### Port wiring, run 1

Bar = 20 µm.
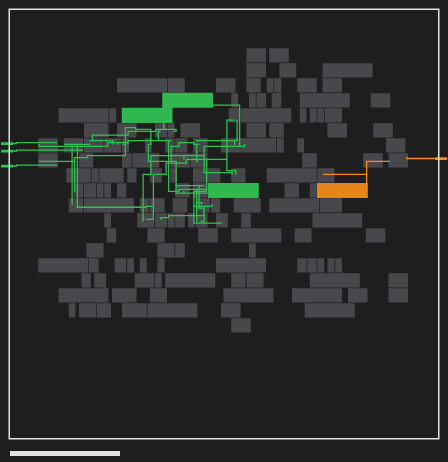
### Track usage over the die, run 1

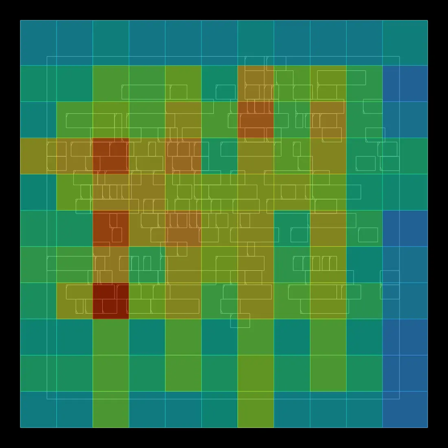
### Register map, names as in the netlist, run 1

Bar = 20 µm. Other sequential cells in the stronger gray, the rest of the logic in the fainter gray.
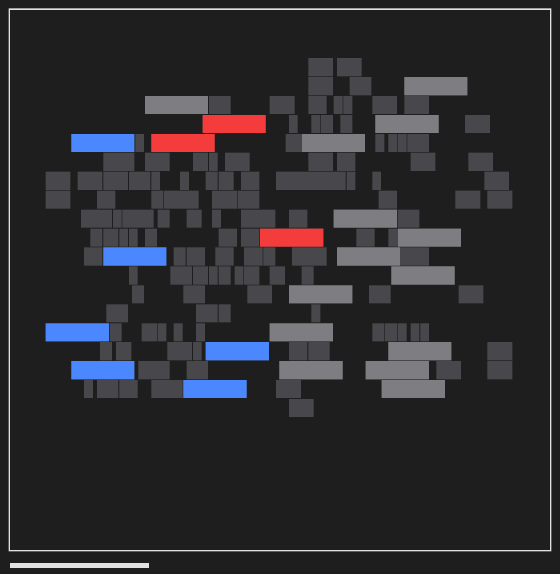
### Close-up of the layout, run 1

Bar = 10 µm. Window x 7 to 32, y 7 to 32 µm. Cells in gray, sequential cells in the stronger gray; small squares are vias.
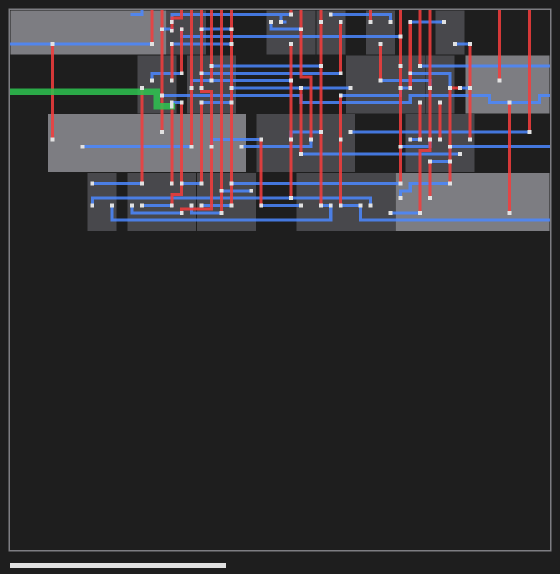
--- config.mk ---
export PLATFORM = sky130hd
export DESIGN_NAME = mitll_andt_sched_flat
export DESIGN_NICKNAME = d
export VERILOG_FILES = /design/src/rtl/mitll_andt_sched_if.sv /design/src/rtl/mitll_andt_sched.sv /design/src/flat_wrapper.sv
export SDC_FILE = /design/constraint.sdc
export NUM_CORES = 1
export LEC_CHECK = 0
export CORE_MARGIN = 5
export CORE_UTILIZATION = 28
export DETAILED_ROUTE_END_ITERATION = 6
export PLACE_DENSITY = 0.58
export REMOVE_ABC_BUFFERS = 1
export SYNTH_ARGS = -nofsm -noshare
export SYNTH_HDL_FRONTEND = slang
export SYNTH_SLANG_ARGS = --single-unit
--- constraint.sdc ---
create_clock -name clk -period 5.8 [get_ports clk]
set_input_delay 0.87 -clock clk [delete_from_list [all_inputs] [get_ports clk]]
set_output_delay 0.87 -clock clk [all_outputs]
set_load 0.05 [all_outputs]
--- src/rtl/mitll_andt_sched_if.sv ---
// Bundle of requester handshakes, clocked-AND cell pulses and the response bus.
// The slave modport is the scheduler side; the master modport is the side that drives it.
interface mitll_andt_sched_if;
  logic       req0_valid;
  logic       req1_valid;
  logic       req0_a;
  logic       req0_b;
  logic       req1_a;
  logic       req1_b;
  logic       req0_ready;
  logic       req1_ready;
  logic       cell_a;
  logic       cell_b;
  logic       cell_clk;
  logic       cell_out;
  logic       rsp_valid;
  logic       rsp_id;
  logic       rsp_result;
  logic       rsp_err;
  logic       err_sticky;
  logic [2:0] state_dbg;

  // A request transfers on a rising clk edge where reqN_valid and reqN_ready are
  // both high; the operands must stay stable while valid is high. The response
  // has no ready: rsp_valid is a one-cycle strobe.
  modport slave (
    input  req0_valid, req1_valid, req0_a, req0_b, req1_a, req1_b, cell_out,
    output req0_ready, req1_ready, cell_a, cell_b, cell_clk,
           rsp_valid, rsp_id, rsp_result, rsp_err, err_sticky, state_dbg
  );

  modport master (
    output req0_valid, req1_valid, req0_a, req0_b, req1_a, req1_b, cell_out,
    input  req0_ready, req1_ready, cell_a, cell_b, cell_clk,
           rsp_valid, rsp_id, rsp_result, rsp_err, err_sticky, state_dbg
  );
endinterface

--- src/rtl/mitll_andt_sched.sv ---
// Round-robin scheduler driving a toggle-encoded clocked AND cell: sends the operand
// and clock pulses, watches a timed window for the output pulse and reports the result.
module mitll_andt_sched #(
  parameter int unsigned SETUP_CYC = 3,
  parameter int unsigned PROP_CYC  = 8,
  parameter int unsigned HOLD_CYC  = 2
) (
  input  logic               clk,
  input  logic               rst,
  mitll_andt_sched_if.slave  bus
);

  typedef enum logic [2:0] {
    ST_IDLE  = 3'd0,
    ST_SETUP = 3'd1,
    ST_WAIT  = 3'd2,
    ST_RESP  = 3'd3,
    ST_HOLD  = 3'd4
  } state_t;

  state_t     state_q;
  logic [5:0] cnt_q;
  logic       ptr_q;
  logic       id_q;
  logic       a_q;
  logic       b_q;
  logic       result_q;
  logic       co_prev_q;
  logic       cell_a_q;
  logic       cell_b_q;
  logic       cell_clk_q;
  logic       rsp_valid_q;
  logic       rsp_id_q;
  logic       rsp_result_q;
  logic       rsp_err_q;
  logic       sticky_q;

  logic in_idle;
  logic grant0;
  logic grant1;
  logic accept;
  logic sel_a;
  logic sel_b;
  logic cell_edge;
  logic hit;

  // ptr_q names the requester favoured on contention; grants are suppressed in reset.
  assign in_idle   = (state_q == ST_IDLE) && !rst;
  assign grant0    = in_idle && bus.req0_valid && (!bus.req1_valid || !ptr_q);
  assign grant1    = in_idle && bus.req1_valid && (!bus.req0_valid ||  ptr_q);
  assign accept    = grant0 || grant1;
  assign sel_a     = grant1 ? bus.req1_a : bus.req0_a;
  assign sel_b     = grant1 ? bus.req1_b : bus.req0_b;
  assign cell_edge = bus.cell_out ^ co_prev_q;
  assign hit       = result_q || cell_edge;

  always_ff @(posedge clk or posedge rst) begin
    if (rst) begin
      state_q      <= ST_IDLE;
      cnt_q        <= '0;
      ptr_q        <= 1'b0;
      id_q         <= 1'b0;
      a_q          <= 1'b0;
      b_q          <= 1'b0;
      result_q     <= 1'b0;
      co_prev_q    <= 1'b0;
      cell_a_q     <= 1'b0;
      cell_b_q     <= 1'b0;
      cell_clk_q   <= 1'b0;
      rsp_valid_q  <= 1'b0;
      rsp_id_q     <= 1'b0;
      rsp_result_q <= 1'b0;
      rsp_err_q    <= 1'b0;
      sticky_q     <= 1'b0;
    end else begin
      co_prev_q   <= bus.cell_out;
      rsp_valid_q <= 1'b0;
      if (cell_edge && (state_q != ST_WAIT)) sticky_q <= 1'b1;
      case (state_q)
        ST_IDLE: begin
          if (accept) begin
            id_q     <= grant1;
            a_q      <= sel_a;
            b_q      <= sel_b;
            cell_a_q <= cell_a_q ^ sel_a;
            cell_b_q <= cell_b_q ^ sel_b;
            ptr_q    <= !grant1;
            result_q <= 1'b0;
            cnt_q    <= 6'(SETUP_CYC);
            state_q  <= ST_SETUP;
          end
        end
        ST_SETUP: begin
          // The clock pulse leaves as the count reaches zero; the cell gets one
          // settle cycle (count held at zero) before the window opens.
          if (cnt_q == 6'd0) begin
            cnt_q   <= 6'(PROP_CYC);
            state_q <= ST_WAIT;
          end else begin
            cnt_q <= cnt_q - 6'd1;
            if (cnt_q == 6'd1) cell_clk_q <= !cell_clk_q;
          end
        end
        ST_WAIT: begin
          if (cell_edge) result_q <= 1'b1;
          if (cnt_q == 6'd1) begin
            rsp_valid_q  <= 1'b1;
            rsp_id_q     <= id_q;
            rsp_result_q <= hit;
            rsp_err_q    <= hit ^ (a_q & b_q);
            state_q      <= ST_RESP;
          end else begin
            cnt_q <= cnt_q - 6'd1;
          end
        end
        ST_RESP: begin
          if (HOLD_CYC == 0) begin
            state_q <= ST_IDLE;
          end else begin
            cnt_q   <= 6'(HOLD_CYC);
            state_q <= ST_HOLD;
          end
        end
        ST_HOLD: begin
          if (cnt_q <= 6'd1) state_q <= ST_IDLE;
          else               cnt_q   <= cnt_q - 6'd1;
        end
        default: state_q <= ST_IDLE;
      endcase
    end
  end

  assign bus.req0_ready = grant0;
  assign bus.req1_ready = grant1;
  assign bus.cell_a     = cell_a_q;
  assign bus.cell_b     = cell_b_q;
  assign bus.cell_clk   = cell_clk_q;
  assign bus.rsp_valid  = rsp_valid_q;
  assign bus.rsp_id     = rsp_id_q;
  assign bus.rsp_result = rsp_result_q;
  assign bus.rsp_err    = rsp_err_q;
  assign bus.err_sticky = sticky_q;
  assign bus.state_dbg  = state_q;

endmodule

--- src/flat_wrapper.sv ---
// flat-port wrapper written by rule: the top's interface ports become plain ports
module mitll_andt_sched_flat 
#(
  parameter int unsigned SETUP_CYC = 3,
  parameter int unsigned PROP_CYC  = 8,
  parameter int unsigned HOLD_CYC  = 2
)
  (clk, rst, bus_req0_valid, bus_req1_valid, bus_req0_a, bus_req0_b, bus_req1_a, bus_req1_b, bus_cell_out, bus_req0_ready, bus_req1_ready, bus_cell_a, bus_cell_b, bus_cell_clk, bus_rsp_valid, bus_rsp_id, bus_rsp_result, bus_rsp_err, bus_err_sticky, bus_state_dbg);
  mitll_andt_sched_if bus_i ();
  input  logic clk;
  input  logic rst;
  input wire logic [$bits(bus_i.req0_valid)-1:0] bus_req0_valid;
  input wire logic [$bits(bus_i.req1_valid)-1:0] bus_req1_valid;
  input wire logic [$bits(bus_i.req0_a)-1:0] bus_req0_a;
  input wire logic [$bits(bus_i.req0_b)-1:0] bus_req0_b;
  input wire logic [$bits(bus_i.req1_a)-1:0] bus_req1_a;
  input wire logic [$bits(bus_i.req1_b)-1:0] bus_req1_b;
  input wire logic [$bits(bus_i.cell_out)-1:0] bus_cell_out;
  output wire logic [$bits(bus_i.req0_ready)-1:0] bus_req0_ready;
  output wire logic [$bits(bus_i.req1_ready)-1:0] bus_req1_ready;
  output wire logic [$bits(bus_i.cell_a)-1:0] bus_cell_a;
  output wire logic [$bits(bus_i.cell_b)-1:0] bus_cell_b;
  output wire logic [$bits(bus_i.cell_clk)-1:0] bus_cell_clk;
  output wire logic [$bits(bus_i.rsp_valid)-1:0] bus_rsp_valid;
  output wire logic [$bits(bus_i.rsp_id)-1:0] bus_rsp_id;
  output wire logic [$bits(bus_i.rsp_result)-1:0] bus_rsp_result;
  output wire logic [$bits(bus_i.rsp_err)-1:0] bus_rsp_err;
  output wire logic [$bits(bus_i.err_sticky)-1:0] bus_err_sticky;
  output wire logic [$bits(bus_i.state_dbg)-1:0] bus_state_dbg;
  assign bus_i.req0_valid = bus_req0_valid;
  assign bus_i.req1_valid = bus_req1_valid;
  assign bus_i.req0_a = bus_req0_a;
  assign bus_i.req0_b = bus_req0_b;
  assign bus_i.req1_a = bus_req1_a;
  assign bus_i.req1_b = bus_req1_b;
  assign bus_i.cell_out = bus_cell_out;
  assign bus_req0_ready = bus_i.req0_ready;
  assign bus_req1_ready = bus_i.req1_ready;
  assign bus_cell_a = bus_i.cell_a;
  assign bus_cell_b = bus_i.cell_b;
  assign bus_cell_clk = bus_i.cell_clk;
  assign bus_rsp_valid = bus_i.rsp_valid;
  assign bus_rsp_id = bus_i.rsp_id;
  assign bus_rsp_result = bus_i.rsp_result;
  assign bus_rsp_err = bus_i.rsp_err;
  assign bus_err_sticky = bus_i.err_sticky;
  assign bus_state_dbg = bus_i.state_dbg;
  mitll_andt_sched #(.SETUP_CYC(SETUP_CYC), .PROP_CYC(PROP_CYC), .HOLD_CYC(HOLD_CYC)) u_core (.clk(clk), .rst(rst), .bus(bus_i));
endmodule
==> CHANGELOG.md, run 1 <==
### Implementation results

* Layer with the highest usage: met2
* Count of plain and timing-repair buffers at 21
* H-Tree Depth at 1
* CP Depth at 5
* Hold Buf Count CTS at 0
* Fp util at 29.17%
* Crit-path most repeated cell: clkdlybuf4s50_1
* Syn avg cell area at 9.990 µm²
* Hold WC Path Type: flip-flop to flip-flop
* First-pass GRT wire length at 4905 µm
* Worst path bufs/invs at 3
* Final hold vios at 0
* Worst-Skew Late Latency at 0.26 ns
* Synth Seq Share at 45.01%
* Maxcap violations at 0
* Layout Nets at 159
* TNS Setup at 0 ns
* Worst-path cell chain: clkdlybuf4s50_1 -> nor4_1 -> nand3_1 -> inv_1 -> clkdlybuf4s50_1
* VDD IR-drop max at 416.9 µV
* Drt pass-1 iters at 4
* Slew HR at 34.69%
* Asr flop ratio synth at 100.0%
* Post-route minimum period at 3.840 ns
* Synth Warn # at 0
* RSZ-0062 raised after global routing: false
* Aoi share at 17.22%
* Worst setup EP type: primary output
* Mi-comb count at 93
* Fin util at 35.56%
* Part of the power in the clock network at 10.9%
* Internal at 478.1 µW
* Post-synth EDFFs at 0
* Crit path launch: rst
* Cell Count Post-Placement at 195
* Final wirelength at 2821 µm
* GR Layer Usage met1 at 12.96%
* Max reg flops at 6
* Worst reg2reg setup slack at 3.57 ns
* # Cells Yosys at 128
* Post-Synthesis Cells at 128
* Prevailing post-synth register cell: dfrtp_1
* Vias per inst at 5.121
* Metal2 WL at 1347 µm
* Yosys chip area at 1279 µm²
* Num CTS Buffers at 3
* Core Box Area at 4384 µm²
* Placed Area at 1513 µm²
* Slack of the critical path at 1.960 ns
* Clock slew at reported path FFs at 0.08 ns
* Flops at 23
* Top-area cell share at 45.01%
* DP HPWL at 2021 µm
* Met3 wire len at 118 µm
* DRT met1 WL at 1351 µm
* Worst-margin pin slew at 0.9786 ns
* Post-route DRC at 0
* Chip area at 6019 µm²
* Fillers at 448
* Synth top cell by count: dfrtp_1
* Area fraction in mux cells at 2.446%
* Non-Clock Inverter Count at 6
* Slew Viols, Final at 0
* Post-synthesis xor/xnor area fraction at 5.479%
* Routed length per instance at 14.18 µm
* Status: finished, final reports clean
* Worst path top cell family by delay: buffers and inverters
* NonClk Buf Share at 13.48%
* Final setup vio count at 0
* Top cells, area: dfrtp_1 (45%), xor2_1 (4.1%), nand2_1 (3.8%)
* Rows at 24
* Leading cell kind: combinational gates
* Tapcell Cnt at 52
* Hold-critical path depth at 1
* Post-layout period usage at 66.21%
* Critical Path RT at 4.93 ns
* GPL Wtd Cong at 0.7762
* CP Max Fanout at 4
* Critical path type: input port to primary output
* Cell area after layout at 1559 µm²
* Layout area overhead at 21.92%
* Vias at 1,019
* Largest net degree at the start of global routing at 25
* # resized after CTS at 0
* Drt initial violations at 14
* DP Worst Slack at 1.961 ns
* Initial antenna violation count at 0
* Comb gate area at 639.4 µm²
* Synth logic family: simple AND/OR/NAND/NOR gates
* Max Used Layer: met4
* Post-CTS setup buffer count at 0
* FF-to-FF Start: u_core.cnt_q[0]
* RR Endpoint: u_core.cnt_q[5]
* Unique cell types at 44
* Combinational Power Share at 55.1%
* Yosys reg bits at 23
* Reg2reg path depth at 7
* Hold WS at 0.4682 ns
* Die Span X at 77.58 µm
* Synthesized area at 1279 µm²
* CP startpoint kind: input port
* Flop share of the area at 36.92%
* Top post-synthesis cells by count: dfrtp_1 (23), nand2_1 (13), nor2_1 (11)
* GR Util met3 at 2.431%
* NetSw at 448.9 µW
* CP endpoint: bus_req1_ready
* # clock sinks at 23
Notes on 'Port wiring' above:
green -> bus_state_dbg  # bits 3, direction output, end cells 3, wire 372 µm
orange -> bus_cell_b  # bits 1, direction output, end cells 1, wire 21.4 µm
I/O Buffers: 21
IO Pins: 22

Notes on 'Track usage over the die' above:
met2 global-route usage: 16.03%
All-Layer GR Usage: 9.632%

Notes on 'Register map, names as in the netlist' above:
red -> u_core.bus.state_dbg  # placed flops 3
blue -> u_core.cnt_q  # placed flops 6
not colored = 14
seq pwr: 315 µW
flip-flop and latch area: 575.6 µm²

Notes on 'Close-up of the layout' above:
blue -> metal 1
green -> metal 3
red -> metal 2
netlist names of flops here include = u_core.cnt_q (3)
most frequent = dfrtp_1 (3)
sequential cells in the window = 3
cells with their middle in the window = 18

run 1: power groups by stage:
| stage | Sequential [µW] | Combinational (µW) | Clock [µW] |
|---|---|---|---|
| 3_5_place_dp | 316 | 511 | 0 |
| 6_report | 315 | 511 | 101 |
| 2_1_floorplan | 397 | 281 | 0 |
| 4_1_cts | 314 | 512 | 106 |
| 3_3_place_gp | 314 | 497 | 0 |
| 5_1_grt | 327 | 558 | 112 |
run 1: cell usage in the layout, fill, tap and decap left out, types with 5 or more instances in the layout:
cell type,n
clkdlybuf4s50_1,21
xor2_1,6
o21ai_0,8
a21oi_1,5
nand2_1,13
nor2_1,11
inv_1,6
dfrtp_1,23
==> run 2, diff against run 1 <==
--- a/config.mk
+++ b/config.mk
@@ -8,7 +8,7 @@
 export CORE_MARGIN = 5
 export CORE_UTILIZATION = 28
 export DETAILED_ROUTE_END_ITERATION = 6
-export PLACE_DENSITY = 0.58
+export PLACE_DENSITY = 0.59
 export REMOVE_ABC_BUFFERS = 1
 export SYNTH_ARGS = -nofsm -noshare
 export SYNTH_HDL_FRONTEND = slang
==> constraint.sdc (replaced) <==
create_clock -name clk -period 3.3 [get_ports clk]
set_input_delay 0.495 -clock clk [delete_from_list [all_inputs] [get_ports clk]]
set_output_delay 0.495 -clock clk [all_outputs]
set_load 0.05 [all_outputs]
### Selected gate families, run 2

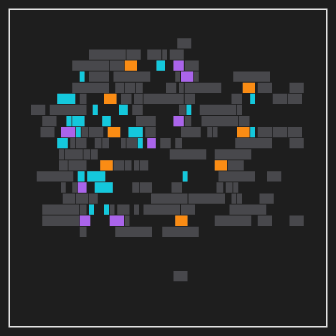
cyan -> nor cells  # cells 21, most used nor2_1
orange -> xor and xnor cells  # cells 8, most used xor2_1
purple -> and/or cells  # cells 8, most used or2b_1
non-filler cells in the finished layout: 200
dominant logic cell type in the layout: dfrtp_1

### Register map, names as in the netlist, run 2

Bar = 20 µm. Other sequential cells in the stronger gray, the rest of the logic in the fainter gray.
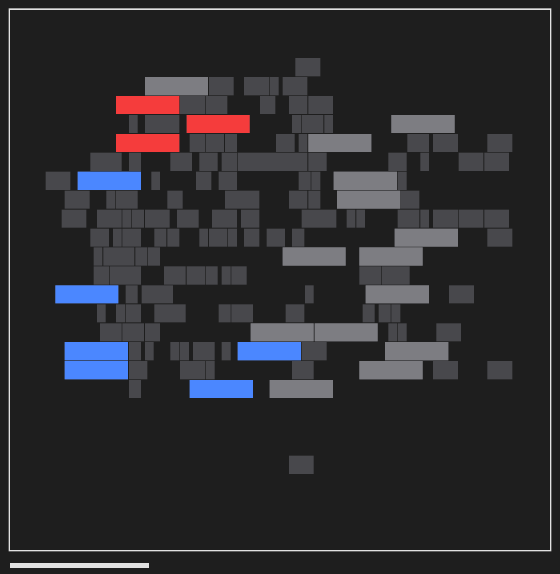
blue -> u_core.cnt_q  # placed flops 6
red -> u_core.bus.state_dbg  # placed flops 3
not colored = 14

### Port wiring, run 2

Bar = 20 µm.
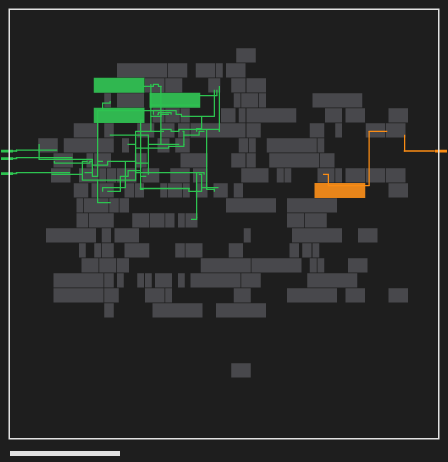
orange -> bus_cell_b  # bits 1, direction output, end cells 1, wire 31.6 µm
green -> bus_state_dbg  # bits 3, direction output, end cells 3, wire 340 µm

==> run 2 against run 1 <==
Final cell count is 0.50% higher. Critical path depth down 2. Synthesized cell count unchanged. Wire length down 4.5%. Highest routed layer is now met3. Count of clock-buffer cells in the layout unchanged. Combinational power rose by 76%. Total power rose by 75%. Hold slack worse by 0.0040 ns.
==> CHANGELOG.md, run 2 <==
### Implementation results

* Area fraction in mux cells at 2.446%
* Asr flop ratio synth at 100.0%
* Final hold vios at 0
* Total power draw at 1619 µW
* Synth top cell by count: dfrtp_1
* Top-area cell share at 45.01%
* Rows at 24
* # resized after CTS at 0
* Synth Warn # at 0
* Fillers at 440
* Final wirelength at 2694 µm
* Top post-synthesis cells by count: dfrtp_1 (23), nand2_1 (13), nor2_1 (11)
* RSZ-0062 raised after global routing: false
* Yosys reg bits at 23
* CP startpoint kind: flip-flop
* Maxcap violations at 0
* Vias per inst at 4.985
* Placed Area at 1518 µm²
* Slew HR at 57.28%
* Post-route minimum period at 3.019 ns
* VDD IR-drop max at 533.2 µV
* Aoi share at 17.22%
* Vias in the first global route at 996
* Vias at 997
* DP Worst Slack at 0.3605 ns
* Fin util at 35.67%
* Layout area overhead at 22.31%
* Status: finished, final reports clean
* GPL Wtd Cong at 0.8234
* Synthesized area at 1279 µm²
* Post-synth EDFFs at 0
* Die Span X at 77.58 µm
* Root Buffer: clkbuf_8
* H-Tree Depth at 1
* Critical path type: flip-flop to primary output
* Unique cell types at 44
* Bufs on Longest Clock Path at 2
* # clock sinks at 23
* Clock slew at reported path FFs at 0.08 ns
* Sequential power share at 33.8%
* Clock Skew at 0.002353 ns
* Worst-margin pin slew at 0.6373 ns
* Cell area after layout at 1564 µm²
* Hold-critical path depth at 1
* CTS tree: done
* Yosys chip area at 1279 µm²
* Hold WC Path Type: flip-flop to flip-flop
* Synth logic family: simple AND/OR/NAND/NOR gates
* Slew Viols, Final at 0
* Crit path launch: u_core.bus.state_dbg[1]
* Synth Seq Share at 45.01%
* Drt initial violations at 27
* Synth Area in Simple Gates at 22.90%
* Share of cells above drive strength 1 at 10.81%
* Part of the power in the clock network at 10.7%
* Worst-path cell chain: nor4_1 -> and3_2 -> clkdlybuf4s50_1
* Hold WS at 0.4642 ns
* Worst reg2reg setup slack at 1.09 ns
* Die H at 77.58 µm
* Worst setup EP type: primary output
* CP Max Fanout at 16
* Layout Nets at 160
* Largest net degree at the start of global routing at 24
* Slack of the critical path at 0.2808 ns
* Cell Count Post-Placement at 196
* Max reg flops at 6
* Num CTS Buffers at 3
* Worst path bufs/invs at 1
* Core Box Area at 4384 µm²
* Top reg by flops: u_core.cnt_q
* Post-layout period usage at 91.49%
* Worst path top cell family by delay: simple AND/OR/NAND/NOR gates
* Reg2reg path depth at 7
* Worst path arrival time at 2.52 ns
* IO Pins at 22
* Post-Synthesis Cells at 128
* Final setup vio count at 0
* Routed Antenna Nets at 0
* Initial antenna violation count at 0
* Comb. pwr at 898 µW
* Power Dens Cells at 1035 nW/µm²
* DP HPWL at 1982 µm
* # Cells Yosys at 128
* FF-to-FF Start: u_core.cnt_q[0]
* NetSw at 779.6 µW
* Internal at 839.6 µW
* RR Endpoint: u_core.cnt_q[5]
* Post-synthesis xor/xnor area fraction at 5.479%
* Crit-path max cell delay at 0.80 ns
* Gr ovfl total at 0
* Clk pwr at 173 µW
* All-Layer GR Usage at 9.194%
* Fmax at 331.2 MHz
* Yosys adder share at 1.957%
* Pwr top: combinational cells
* Combinational Power Share at 55.5%
* Routed length per instance at 13.47 µm
* # diodes at 0
* Post-CTS setup buffer count at 0
* Prevailing post-synth register cell: dfrtp_1
* Drt pass-1 iters at 4
* I/O Buffers at 21
* Post-route DRC at 0
* Hold Buf Count CTS at 0
* TNS Setup at 0 ns
* Fp util at 29.17%
* Worst-Skew Late Latency at 0.26 ns
* Hold Path Origin: u_core.bus.err_sticky
* Tool warnings at 26
* Syn avg cell area at 9.990 µm²
* Top cells excl fill/tap: dfrtp_1 (23), clkdlybuf4s50_1 (20), nand2_1 (13)
* Critical Path RT at 2.80 ns
* Top cells, area: dfrtp_1 (45%), xor2_1 (4.1%), nand2_1 (3.8%)
* CP Depth at 3
* Post-synth top area cell: dfrtp_1
* Worst hold endpoint: u_core.bus.err_sticky
* Slowest cell on the critical path: clkdlybuf4s50_1
* Sw frac at 48.15%
* Chip area at 6019 µm²
* Seq pwr at 548 µW
* CP endpoint: bus_req0_ready
* First-pass GRT wire length at 4650 µm
* Leak pwr at 0.0006882 µW
==> run 2: cell type report <==
| cell class | count | area [µm²] | share of cell area (%) |
|---|---|---|---|
| clock inverters | 1 | 5.005 | 0.3200 |
| repair buffers | 22 | 215.2 | 13.76 |
| well taps | 52 | 65.06 | 4.160 |
| multi-input cells | 93 | 639.4 | 40.88 |
| flip-flops and latches | 23 | 575.6 | 36.80 |
| clock buffers | 3 | 41.29 | 2.640 |
| inverters | 6 | 22.52 | 1.440 |
==> run 2: per-layer routing <==
metal  vias up  track usage [%]  wire length, µm  share of wire [%]
met5         -                0                0                  0
met4         0            1.890                0                  0
met3         0            3.472              122                4.5
met2        18            14.36             1270                 47
met1       480            12.15             1301                 48
li1        499                -                -                  -
Power and IR drop assume default switching activity.
